**Run 1: met4 routing**

Cells faint in the background.
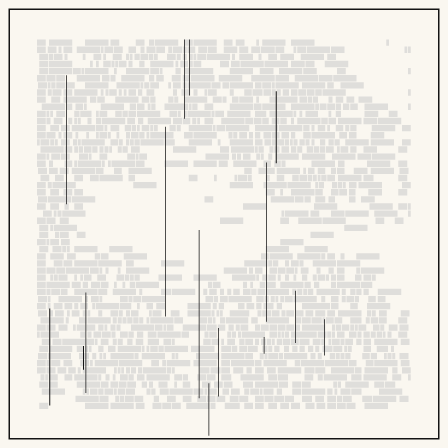
**Run 1: metal layers overlaid**

Two of the layers only.
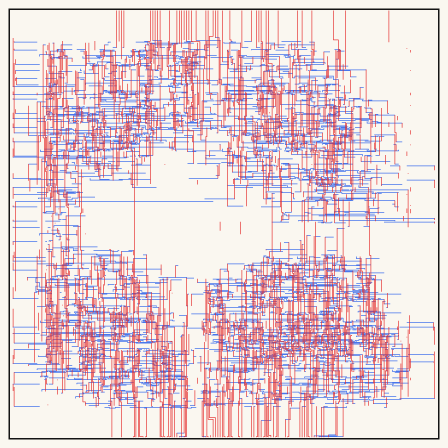
**Run 1: floorplan with the power grid**

Scale bar: 50 um. Pins as bars on the die edge. Tap cells in gray.
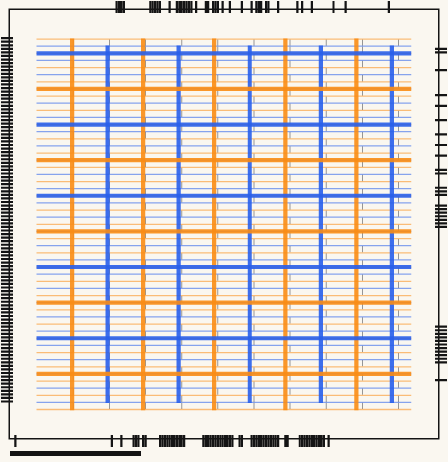
File: src/rtl/axis_monitor_pkg.sv
// axis_monitor_pkg: window FSM encoding and width-generic saturating increment
package axis_monitor_pkg;
    typedef enum logic {WIN_DISABLED, WIN_RUN} win_state_t;
    localparam int SAT_MAX_W = 64;
    typedef logic [SAT_MAX_W-1:0] sat_t;
    function automatic sat_t sat_inc(input sat_t v, input int w);
        sat_t lim;
        lim = (w >= SAT_MAX_W) ? '1 : (sat_t'(1) << w) - sat_t'(1);
        return (v >= lim) ? v : v + sat_t'(1);
    endfunction
endpackage

File: src/rtl/sat_counter.sv
// sat_counter: counter that sticks at all-ones; clear wins over inc
module sat_counter
    import axis_monitor_pkg::*;
#(
    parameter int WIDTH = 32
) (
    input  logic             clock,
    input  logic             reset,
    input  logic             clear,
    input  logic             inc,
    output logic [WIDTH-1:0] count
);
    always_ff @(posedge clock or posedge reset)
        if (reset) count <= '0;
        else if (clear) count <= '0;
        else if (inc) count <= WIDTH'(sat_inc(sat_t'(count), WIDTH));
endmodule

File: src/rtl/axis_window_monitor.sv
// axis_window_monitor: inline AXIS probe with beat/stall counters, sample capture and windowed rate.
// Define AXIS_MONITOR_PEAK_EN to add the signed peak-sample tracker.
module axis_window_monitor
    import axis_monitor_pkg::*;
#(
    parameter int DATA_WIDTH    = 16,
    parameter int COUNTER_WIDTH = 32,
    parameter int WINDOW_WIDTH  = 24
) (
    input  logic                     clock,
    input  logic                     reset,
    input  logic [DATA_WIDTH-1:0]    s_tdata,
    input  logic                     s_tvalid,
    output logic                     s_tready,
    output logic [DATA_WIDTH-1:0]    m_tdata,
    output logic                     m_tvalid,
    input  logic                     m_tready,
    output logic [COUNTER_WIDTH-1:0] beats_dout,
    input  logic                     beats_dset,
    output logic [COUNTER_WIDTH-1:0] stalls_dout,
    input  logic                     stalls_dset,
    output logic [DATA_WIDTH-1:0]    sample_dout,
    input  logic [DATA_WIDTH-1:0]    sample_din,
    input  logic                     sample_dset,
    output logic [WINDOW_WIDTH-1:0]  window_dout,
    input  logic [WINDOW_WIDTH-1:0]  window_din,
    input  logic                     window_dset,
    output logic [COUNTER_WIDTH-1:0] rate_dout,
    output logic [DATA_WIDTH-1:0]    peak_dout,
    input  logic                     peak_dset
);
    win_state_t state, state_next;
    logic [WINDOW_WIDTH-1:0] timer;
    logic [COUNTER_WIDTH-1:0] acc, rate_next;
    logic beat, win_end, win_clr;

    assign m_tdata  = s_tdata;
    assign m_tvalid = s_tvalid;
    assign s_tready = m_tready;
    assign beat     = s_tvalid && m_tready;

    sat_counter #(.WIDTH(COUNTER_WIDTH)) u_beats (
        .clock(clock), .reset(reset), .clear(beats_dset), .inc(beat), .count(beats_dout)
    );
    sat_counter #(.WIDTH(COUNTER_WIDTH)) u_stalls (
        .clock(clock), .reset(reset), .clear(stalls_dset), .inc(s_tvalid && !m_tready), .count(stalls_dout)
    );
    sat_counter #(.WIDTH(COUNTER_WIDTH)) u_acc (
        .clock(clock), .reset(reset), .clear(win_clr), .inc(beat && state == WIN_RUN), .count(acc)
    );

    always_comb begin
        state_next = window_dset ? ((window_din != '0) ? WIN_RUN : WIN_DISABLED) : state;
        win_end    = !window_dset && state == WIN_RUN && timer == window_dout - 1'b1;
        win_clr    = window_dset || state == WIN_DISABLED || win_end;
        rate_next  = beat ? COUNTER_WIDTH'(sat_inc(sat_t'(acc), COUNTER_WIDTH)) : acc;
    end

    always_ff @(posedge clock or posedge reset)
        if (reset) begin
            state       <= WIN_DISABLED;
            window_dout <= '0;
            timer       <= '0;
            rate_dout   <= '0;
            sample_dout <= '0;
        end else begin
            state       <= state_next;
            window_dout <= window_dset ? window_din : window_dout;
            timer       <= win_clr ? '0 : timer + 1'b1;
            rate_dout   <= win_end ? rate_next : rate_dout;
            sample_dout <= sample_dset ? sample_din : beat ? s_tdata : sample_dout;
        end

`ifdef AXIS_MONITOR_PEAK_EN
    logic peak_seen;
    always_ff @(posedge clock or posedge reset)
        if (reset) begin
            peak_dout <= '0;
            peak_seen <= 1'b0;
        end else if (peak_dset) begin
            peak_dout <= '0;
            peak_seen <= 1'b0;
        end else if (beat && (!peak_seen || $signed(s_tdata) > $signed(peak_dout))) begin
            peak_dout <= s_tdata;
            peak_seen <= 1'b1;
        end
`else
    logic unused_peak_dset;
    assign unused_peak_dset = peak_dset;
    assign peak_dout = '0;
`endif
endmodule

File: config.mk
export PLATFORM = sky130hd
export DESIGN_NAME = axis_window_monitor
export DESIGN_NICKNAME = d
export VERILOG_FILES = /design/src/rtl/axis_monitor_pkg.sv /design/src/rtl/sat_counter.sv /design/src/rtl/axis_window_monitor.sv
export SDC_FILE = /design/constraint.sdc
export NUM_CORES = 1
export LEC_CHECK = 0
export ABC_CLOCK_PERIOD_IN_PS = 7000
export CAP_MARGIN = 40
export CORE_MARGIN = 10
export CORE_UTILIZATION = 50
export CTS_CLUSTER_DIAMETER = 40
export DETAILED_ROUTE_END_ITERATION = 8
export PLACE_DENSITY = 0.91
export SLEW_MARGIN = 30
export SYNTH_ARGS = -nofsm -noshare
export SYNTH_HDL_FRONTEND = slang
export SYNTH_SLANG_ARGS = --single-unit
File: constraint.sdc
create_clock -name clock -period 7 [get_ports clock]
set_input_delay 1.05 -clock clock [delete_from_list [all_inputs] [get_ports clock]]
set_output_delay 1.05 -clock clock [all_outputs]
set_load 0.02 [all_outputs]
==> notes.org, run 1 <==
* Flow results

** Worst setup path
- The worst setup path is captured at a register.
- The largest single stage delay on the critical path is 0.55 ns.
- Reg2Reg Launch Point :: window_dout[0]
- Cell chain of the critical path :: inv_1 > ha_1 > or3b_2 > nor4_1 > mux2i_1 > a2111o_1 > or4_4 > nor4_4 > buf_4 > mux2_2
- STA reports a reg2reg setup slack of 3.10 ns.
- The worst register-to-register path depth is 10.
- The worst setup path is of the register to register kind.
- Slowest cell on crit path :: sky130_fd_sc_hd__or3b_2
- Crit path arrival time :: 4.22 ns
- Of all nets on the critical path, the largest fanout is 32.
- At the worst endpoint, the required time is 7.32 ns.
- The launch point of the critical path was reported as window_dout[0].

** Floorplanning
- Placement Rows :: 52
- Measured along the x axis, the die boundary spans 163 um.
- Pin placement for this block handled 235 I/O pins.
- Per the OpenROAD floorplan log, the height of the die is 163 um.
- Chip footprint :: 26700 um2
- Placeable Area :: 20200 um2
- At the floorplan stage, the core utilization is reported as 50.8%.

** Clock tree
- Total clock buffers created by CTS :: 17
- CTS resizes :: 0
- Count of clock tree sinks :: 193
- Per the CTS log, the root buffer master is sky130_fd_sc_hd__clkbuf_16.
- Post-CTS setup buffers :: 0
- The number of hold buffers added after CTS was 0.
- The clock reaches the later pin of the worst-skew pair after 0.43 ns.
- The H-tree was split into 4 levels.
- On the reported timing paths, the clock transition at the registers reads 0.07 ns.
- Per the CTS log, the buffer count on the longest clock path is 2.

** Logic synthesis
- The Yosys step of the flow raised 0 warnings.
- Total standard cell area after synthesis :: 10300 um2
- Share of flip-flops with an asynchronous set or reset :: 100%
- Count of library flops with an enable pin :: 0
- The top cell type by area accounts for 47.0% of the synthesized area.
- Yosys Chip Area :: 10300 um2
- Per the synthesis report, the number of distinct cell types is 56.
- Sequential cells were found to cover 47.0% of the synthesized design area.
- Synth Register Bits :: 193
- Post-synthesis area per instance :: 10.2 um2
- sky130_fd_sc_hd__dfrtp_1 is the most common cell in the netlist.
- The commonest cells after synthesis are sky130_fd_sc_hd__dfrtp_1 (193), sky130_fd_sc_hd__nand2_1 (76), sky130_fd_sc_hd__nor2_1 (67), sky130_fd_sc_hd__xnor2_1 (67), sky130_fd_sc_hd__xor2_1 (67).
- Dominant synthesized flop cell :: sky130_fd_sc_hd__dfrtp_1
- Synthesized instance count :: 1005

** Layout
- The number of antenna diodes in the final layout is 0.
- Filler Cell Count :: 1553
- After the flow finishes, the layout carries non-filler instances totaling 1469.
- Post-Route Utilization :: 64.7%
- P&R area growth vs syn :: 27.4%
- The post-route netlist has 8.59% of its cells at a drive strength greater than 1.
- The net count of the finished layout is 1256.

** Power and ir drop
- Internal power comes to 1.82 mW.
- Combinational group share of total power :: 11.9%
- Per report_power, the sequential group accounts for 47.8% of the total.
- In this run switching power makes up 26.2% of total power.
- Design Power :: 2.47 mW
- The script extracted a net switching power of 0.648 mW.
- Total combinational power :: 0.294 mW
- Per report_power, the top consumer among the power groups is registers.
- Maximum resistive drop on vdd :: 0.144 mV
- The script extracted a total leakage power of 5.42 nW.
- Of the total power, the clock network draws 40.3%.

** Min path
- For hold timing, the worst endpoint is rate_dout[22].
- Counting instances, the worst hold path has a depth of 1.
- In this run the most critical hold path is launched from rate_dout[22].
- Worst hold path class :: register to register

** Timing
- Final sum of negative setup slack :: 0 ns
- Crit share post-route :: 55.7%
- Transition time at the pin with the least slew margin :: 0.791 ns
- Unrepaired setup endpoints after global routing :: false
- Final hold slack :: 0.516 ns
- The worst path meets setup with 3.10 ns of slack.
- Setup violations remaining at the end of the flow were counted as 0.
- Timing would allow up to 0.256 GHz.
- After layout, the setup clock skew is reported as 0.0126 ns.
- Max-slew headroom :: 46.8%
- Hold violation count in the final report :: 0

** GRT
- Grt total ovfl :: 0
- Met2 GRT Util :: 32.7%
- Maximum number of pins on one net before global-route repair :: 148
- The first global-routing pass estimated 43.4 mm of wire.
- In this run the most used layer during global routing was met2.
- GR Layer Usage met1 :: 23.5%
- Global routing used 7.40% of the available met3 tracks.
- The number of global-route vias before repair was 8420.

** Placed design
- The placement stage leaves a total instance area of 12500 um2.
- After legalization and detailed placement, the total HPWL measured 19.1 mm.
- Once placement completed, the tool counted placed cells totaling 1435.
- Routability-driven placement finished with a final weighted congestion of 0.892.

** Flow run
- Stage-log warning count :: 29
- In this run the maximum-capacitance check reported violations numbering 0.

** Drt
- Drt pass-1 iters :: 5
- Ratio of routed vias to standard cells :: 5.63
- In this run the remaining antenna-violating nets after routing total 0.
- Per the detail_route report, the via count comes to 8275.

** Status
- Result of the run :: finished clean
About 'met4 routing':
nets with wire on the layer = 13
main direction = vertical
longest straight run = 72.1 um
share of all routed wire = 1.8%
wire length on this layer = 492 um

About 'metal layers overlaid':
red -> metal 2  # wire length 13000 um
blue -> metal 1  # wire length 10800 um
total routing resource utilization after global routing: 19.8%
detailed-route wire length per cell: 18.1 um
total wire length: 26.6 mm

About 'floorplan with the power grid':
orange -> VSS
blue -> VDD
signal pins = 235
met1 rails = 53

run 1: worst max-delay path: cells and delay by family, from the launching register on:
family	cells	cell delay, ns
and+or+nand+nor	4	1.54
buffers and inverters	2	0.60
muxes	2	0.53
DFF	1	0.44
AOI/OAI and AO/OA	1	0.40
adders and majority gates	1	0.25
run 1: sequential cells by signal, indices dropped and copies added, names as in the netlist:
signal	flops
sample_dout	16
window_dout	24
timer	24
u_beats.count	32
u_stalls.count	32
state	1
rate_dout	32
u_acc.count	32
run 1: metal layers:
| layer | wire [um] | vias to the layer above | share of wire [%] |
|---|---|---|---|
| met4 | 492 | 0 | 1.9 |
| met2 | 13000 | 298 | 49 |
| met1 | 10800 | 4068 | 41 |
| met5 | 0 | - | 0 |
| met3 | 2300 | 40 | 8.6 |
| li1 | - | 3869 | - |
run 1: area by class of cell:
type	count	area, um2	area share (%)
Sequential cell	193	4830	36.9
Clock buffer	20	447	3.41
Timing Repair Buffer	229	2260	17.3
Inverter	19	83.8	0.640
Multi-Input combinational cell	726	4990	38.1
Tap cell	270	338	2.58
Clock inverter	12	149	1.14
run 1: cells in the final DEF (no fill, tap or decap), types with 3 or more instances in the layout:
cell	Yosys	layout
sky130_fd_sc_hd__clkdlybuf4s50_1	0	216
sky130_fd_sc_hd__dfrtp_1	193	193
sky130_fd_sc_hd__nand2_1	76	76
sky130_fd_sc_hd__xnor2_1	67	67
sky130_fd_sc_hd__nor2_1	67	67
sky130_fd_sc_hd__xor2_1	67	67
sky130_fd_sc_hd__nor3_1	60	60
sky130_fd_sc_hd__nand3_1	47	47
sky130_fd_sc_hd__o21ai_0	29	29
sky130_fd_sc_hd__mux2i_1	28	28
sky130_fd_sc_hd__mux2_2	27	27
sky130_fd_sc_hd__and4_1	26	26
sky130_fd_sc_hd__and3_1	25	25
sky130_fd_sc_hd__nand4_1	24	24
sky130_fd_sc_hd__nor3b_1	25	24
sky130_fd_sc_hd__nor4_1	23	23
sky130_fd_sc_hd__mux2_4	21	21
sky130_fd_sc_hd__a21oi_1	20	20
sky130_fd_sc_hd__inv_1	19	18
sky130_fd_sc_hd__clkbuf_16	0	17
sky130_fd_sc_hd__conb_1	1	16
sky130_fd_sc_hd__or3_1	15	15
sky130_fd_sc_hd__buf_4	34	9
sky130_fd_sc_hd__and2_1	8	8
sky130_fd_sc_hd__nor4b_1	5	5
sky130_fd_sc_hd__ha_1	5	5
sky130_fd_sc_hd__clkinvlp_4	0	5
sky130_fd_sc_hd__nor2b_1	4	4
sky130_fd_sc_hd__a31oi_1	4	4
sky130_fd_sc_hd__or4_1	3	3
sky130_fd_sc_hd__a41oi_1	3	3
sky130_fd_sc_hd__inv_8	0	3
run 1: kinds of logic after synthesis:
group / count (synthesis) / synth area share, %
buffers and inverters: 101 / 5.29
adders and majority gates: 5 / 0.608
other: 1 / 0.0365
AOI/OAI and AO/OA: 77 / 4.68
xor gates and xnor gates: 134 / 11.4
DFF: 193 / 47.0
muxes: 76 / 8.75
and+or+nand+nor: 418 / 22.3
**Run 1: zoomed window**

Window x 110 to 135, y 28 to 53 um. Cells in gray, sequential cells in the stronger gray; small squares are vias.
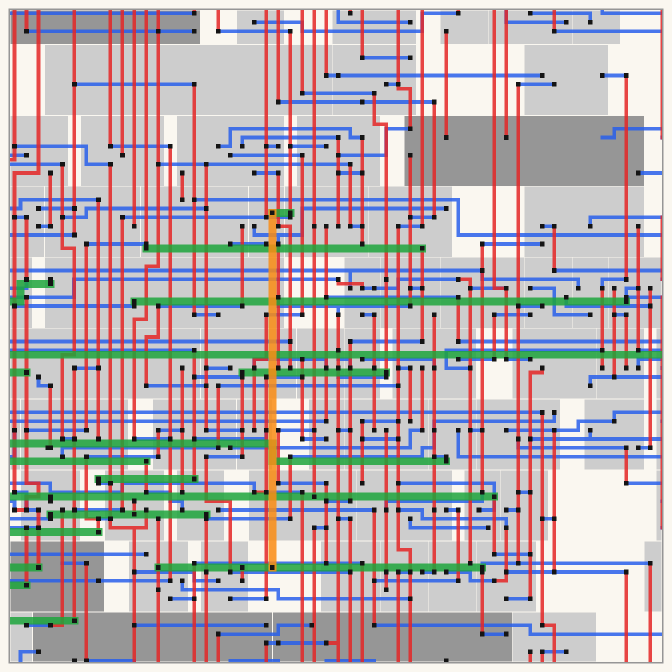

## Run 2: what changed since run 1
--- a/config.mk
+++ b/config.mk
@@ -5,13 +5,13 @@
 export SDC_FILE = /design/constraint.sdc
 export NUM_CORES = 1
 export LEC_CHECK = 0
-export ABC_CLOCK_PERIOD_IN_PS = 7000
+export ABC_CLOCK_PERIOD_IN_PS = 3230
 export CAP_MARGIN = 40
 export CORE_MARGIN = 10
-export CORE_UTILIZATION = 50
+export CORE_UTILIZATION = 46
 export CTS_CLUSTER_DIAMETER = 40
 export DETAILED_ROUTE_END_ITERATION = 8
-export PLACE_DENSITY = 0.91
+export PLACE_DENSITY = 0.88
 export SLEW_MARGIN = 30
 export SYNTH_ARGS = -nofsm -noshare
 export SYNTH_HDL_FRONTEND = slang
==> constraint.sdc (replaced) <==
create_clock -name clock -period 3.23 [get_ports clock]
set_input_delay 0.4845 -clock clock [delete_from_list [all_inputs] [get_ports clock]]
set_output_delay 0.4845 -clock clock [all_outputs]
set_load 0.02 [all_outputs]
**Run 2: zoomed window**

Window x 115 to 140, y 30 to 55 um. Cells in gray, sequential cells in the stronger gray; small squares are vias.
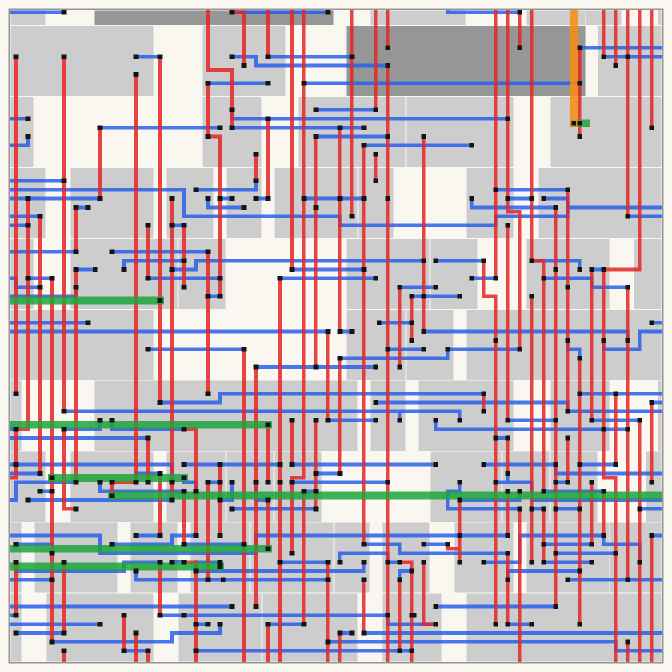
orange -> metal 4
green -> metal 3
blue -> metal 1
red -> metal 2
most frequent = a21oi_1 (6), xnor2_1 (5)
netlist names of flops here include = timer (1)
sequential cells in the window = 1
cells with their middle in the window = 50

**Run 2: routing congestion map**

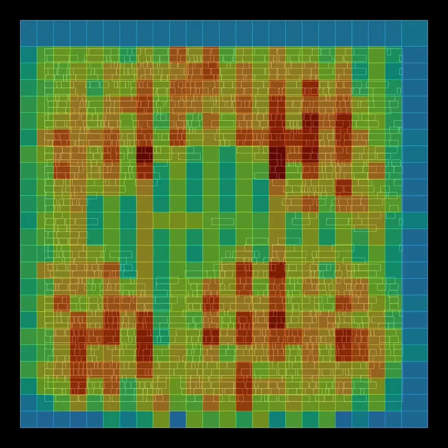
GR Layer Usage met1: 22.8%
total routing resource utilization after global routing: 19.1%
most used routing layer: met2
detailed-route wire length per cell: 19.0 um
met2 GRT Util: 32.3%

**Run 2: metal layers overlaid**

Two of the layers only.
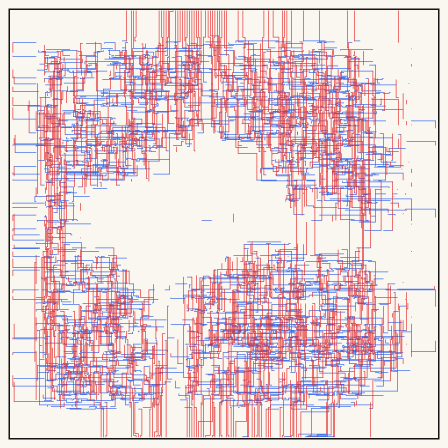
blue -> metal 1  # wire length 11400 um
red -> metal 2  # wire length 14700 um

==> notes.org, run 2 <==
* Flow results

** Logic synthesis
- The number of synthesized register bits was 193 (unchanged).
- Count of library flops with an enable pin :: 0 (unchanged)
- sky130_fd_sc_hd__dfrtp_1 is the most common cell in the netlist.
- Post-synthesis area per instance :: 10.2 um2 (unchanged)
- Share of the synthesized area in the top cell type :: 47.0% (unchanged)
- The post-synthesis instance area was 10300 um2 (unchanged).
- Share of flip-flops with an asynchronous set or reset :: 100% (unchanged)
- The number of different library cells in the post-synthesis netlist was 56 (unchanged).
- The commonest cells after synthesis are sky130_fd_sc_hd__dfrtp_1 (193), sky130_fd_sc_hd__nand2_1 (76), sky130_fd_sc_hd__nor2_1 (67), sky130_fd_sc_hd__xnor2_1 (67), sky130_fd_sc_hd__xor2_1 (67).
- The share of the yosys chip area belonging to registers was 47.0% (unchanged).
- The total cell area reported by yosys after synthesis was 10300 um2 (unchanged).
- Dominant synthesized flop cell :: sky130_fd_sc_hd__dfrtp_1
- Warning count from the yosys run :: 0 (unchanged)

** Layout
- In this run the layout overhead on the synthesized area is reported as 34.5%.
- Register area :: 4830 um2 (+0.10%)
- Fraction of final layout cells with drive strength greater than 1 :: 13.5% (+4.9 points)
- Post-Route Utilization :: 63.2% (-1.5 points)
- The number of nets in the final layout came to 1300 (+3.5%).
- Most numerous logic cell after layout :: sky130_fd_sc_hd__clkdlybuf4s50_1
- Filler Cell Count :: 1701 (+9.5%)

** Worst setup path
- Family with the most delay on the worst path :: simple AND/OR/NAND/NOR gates
- Worst r2r path cells :: 10 (unchanged)
- Crit path depth :: 10 (unchanged)
- The number of buffers and inverters on the critical path is 3 (+1).
- The data arrival time at the worst-slack endpoint was 3.65 ns (-0.57 ns).
- Reg2Reg Launch Point :: window_dout[1]
- CP peak stage delay :: 0.55 ns (about the same)
- Cell chain of the critical path :: or4_4 > or4_4 > a21oi_4 > o221ai_2 > or4_4 > buf_6 > nor4b_4 > buf_6 > buf_8 > nor3b_1
- The worst setup path is captured at a register.
- The data required time of the worst path is 3.51 ns (-3.81 ns).
- The largest individual stage delay along the critical path comes from the cell sky130_fd_sc_hd__or4_4.
- Highest fanout seen on the critical path :: 7 (-78%)

** Timing
- The clock skew after layout is 0.0224 ns (+0.00984 ns).
- Transition time at the pin with the least slew margin :: 0.730 ns (-0.0611 ns)
- Fmax :: 0.297 GHz (+16%)
- Max-slew headroom :: 51.1% (+4.3 points)
- The final worst setup slack is -0.136 ns (-3.24 ns).
- Crit share post-route :: 104% (+49 points)
- The final tally of setup violations was 84 (+84).

** Clock tree
- Count of clock tree sinks :: 193 (unchanged)
- Clock-pin slew on the worst setup and hold paths :: 0.08 ns (about the same)
- The maximum buffer depth of the clock tree was 2 (unchanged).
- The cts-stage hold buffer count was 0 (unchanged).
- The number of CTS-inserted buffers came to 17 (unchanged).
- The level count of the clock H-tree is 4 (unchanged).
- In this run the clock root is driven by a sky130_fd_sc_hd__clkbuf_16.

** Placed design
- The global placement routability congestion came to 0.915 (+2.6%).
- The detailed-placement wirelength estimate was 20.0 mm (+4.8%).

** GRT
- First-pass GRT wire length :: 45.4 mm (+4.7%)
- The total global routing overflow was 0 (unchanged).
- The largest net degree at the start of global routing was 94 (-36%).

** Power and ir drop
- The total power of the final layout was 5.59 mW (+130%).

** Floorplanning
- Die height :: 170 um (+3.7%)
- The top-level I/O count is 235 (unchanged).
- Chip footprint :: 28700 um2 (+7.6%)
- The total core area was 21900 um2 (+8.2%).
- The site row count was 54 (+3.8%).
- The width of the die is 170 um (+3.7%).
- FP Util :: 47.0% (-3.8 points)

** Drt
- The total length of routed wires came to 28.9 mm (+8.6%).

** Status
- Result of the run :: finished, violations left
- Failing checks :: negative setup slack

** Min path
- The min-delay analysis places its worst path in the category primary input to async pin.
-- run 2: cell counts after synthesis --
No cell type changed its count.
-- run 2: stage by stage --
step	setup TNS, ns	setup slack [ns]	instances
final	-7.00	-0.136	1523
after detailed placement	-15.00	-0.273	1478
after CTS	-1.27	-0.0806	1517
after global routing	-12.15	-0.200	1523
after floorplan	-0.650	-0.0314	1020
after global placement	-2.80	-0.118	1478
-- run 2: cell families (layout without fill, tap and decap cells) --
group	after synthesis	in the layout	share of synthesized area [%]
simple gates	418	418	22.3
flops	193	193	47.0
xor+xnor	134	134	11.4
buf+inv	101	324	5.29
compound gates	77	77	4.68
mux	76	76	8.75
fa+ha+maj	5	5	0.608
other cells	1	16	0.0365
-- run 2: final cells by class --
| type | count | share of cell area [%] |
|---|---|---|
| multi-input cells | 726 | 37.0 |
| flip-flops and latches | 193 | 35.0 |
| repair buffers | 273 | 20.1 |
| clock buffers | 17 | 3.08 |
| well taps | 280 | 2.53 |
| clock inverters | 15 | 1.78 |
| inverters | 19 | 0.543 |
-- run 2: routing by layer --
metal / GRT usage [%] / vias up / part of all wire, %
met5: 0 / - / 0
met4: 4.80 / 0 / 1.2
met3: 6.46 / 25 / 8.3
met2: 32.3 / 272 / 51
met1: 22.8 / 4251 / 40
li1: - / 3957 / -
-- run 2: repair_timing --
item                       CTS  global route
pin swaps                    6             4
setup endpoints to repair   88            88
gates cloned                 2             7
gates resized               16            16
setup buffers                5             1
-- run 2: report_power, final --
part | total, mW | switching, mW | internal [mW]
sequential | 2.54 | 0.0716 | 2.47
clock | 2.32 | 1.10 | 1.21
combinational | 0.725 | 0.389 | 0.336
-- run 2: how the worst max path moves through the flow --
stage	start	endpoint	slack, ns
final	window_dout[1]	u_acc.count[12]	-0.14
after detailed placement	window_dout[1]	rate_dout[23]	-0.27
after global routing	window_dout[1]	timer[9]	-0.20
after CTS	window_dout[1]	rate_dout[16]	-0.08
after global placement	window_dout[1]	rate_dout[22]	-0.12
after floorplan	window_dout[2]	rate_dout[10]	-0.03
-- run 2: worst reg2reg max path: cells and delay by family, from the launching register on --
kind            cells  cell delay (ns)
flops               1             0.44
simple gates        5             1.94
buf+inv             3             0.56
compound gates      2             0.29
Power figures rest on the tool's default switching activity, not on a simulated workload.
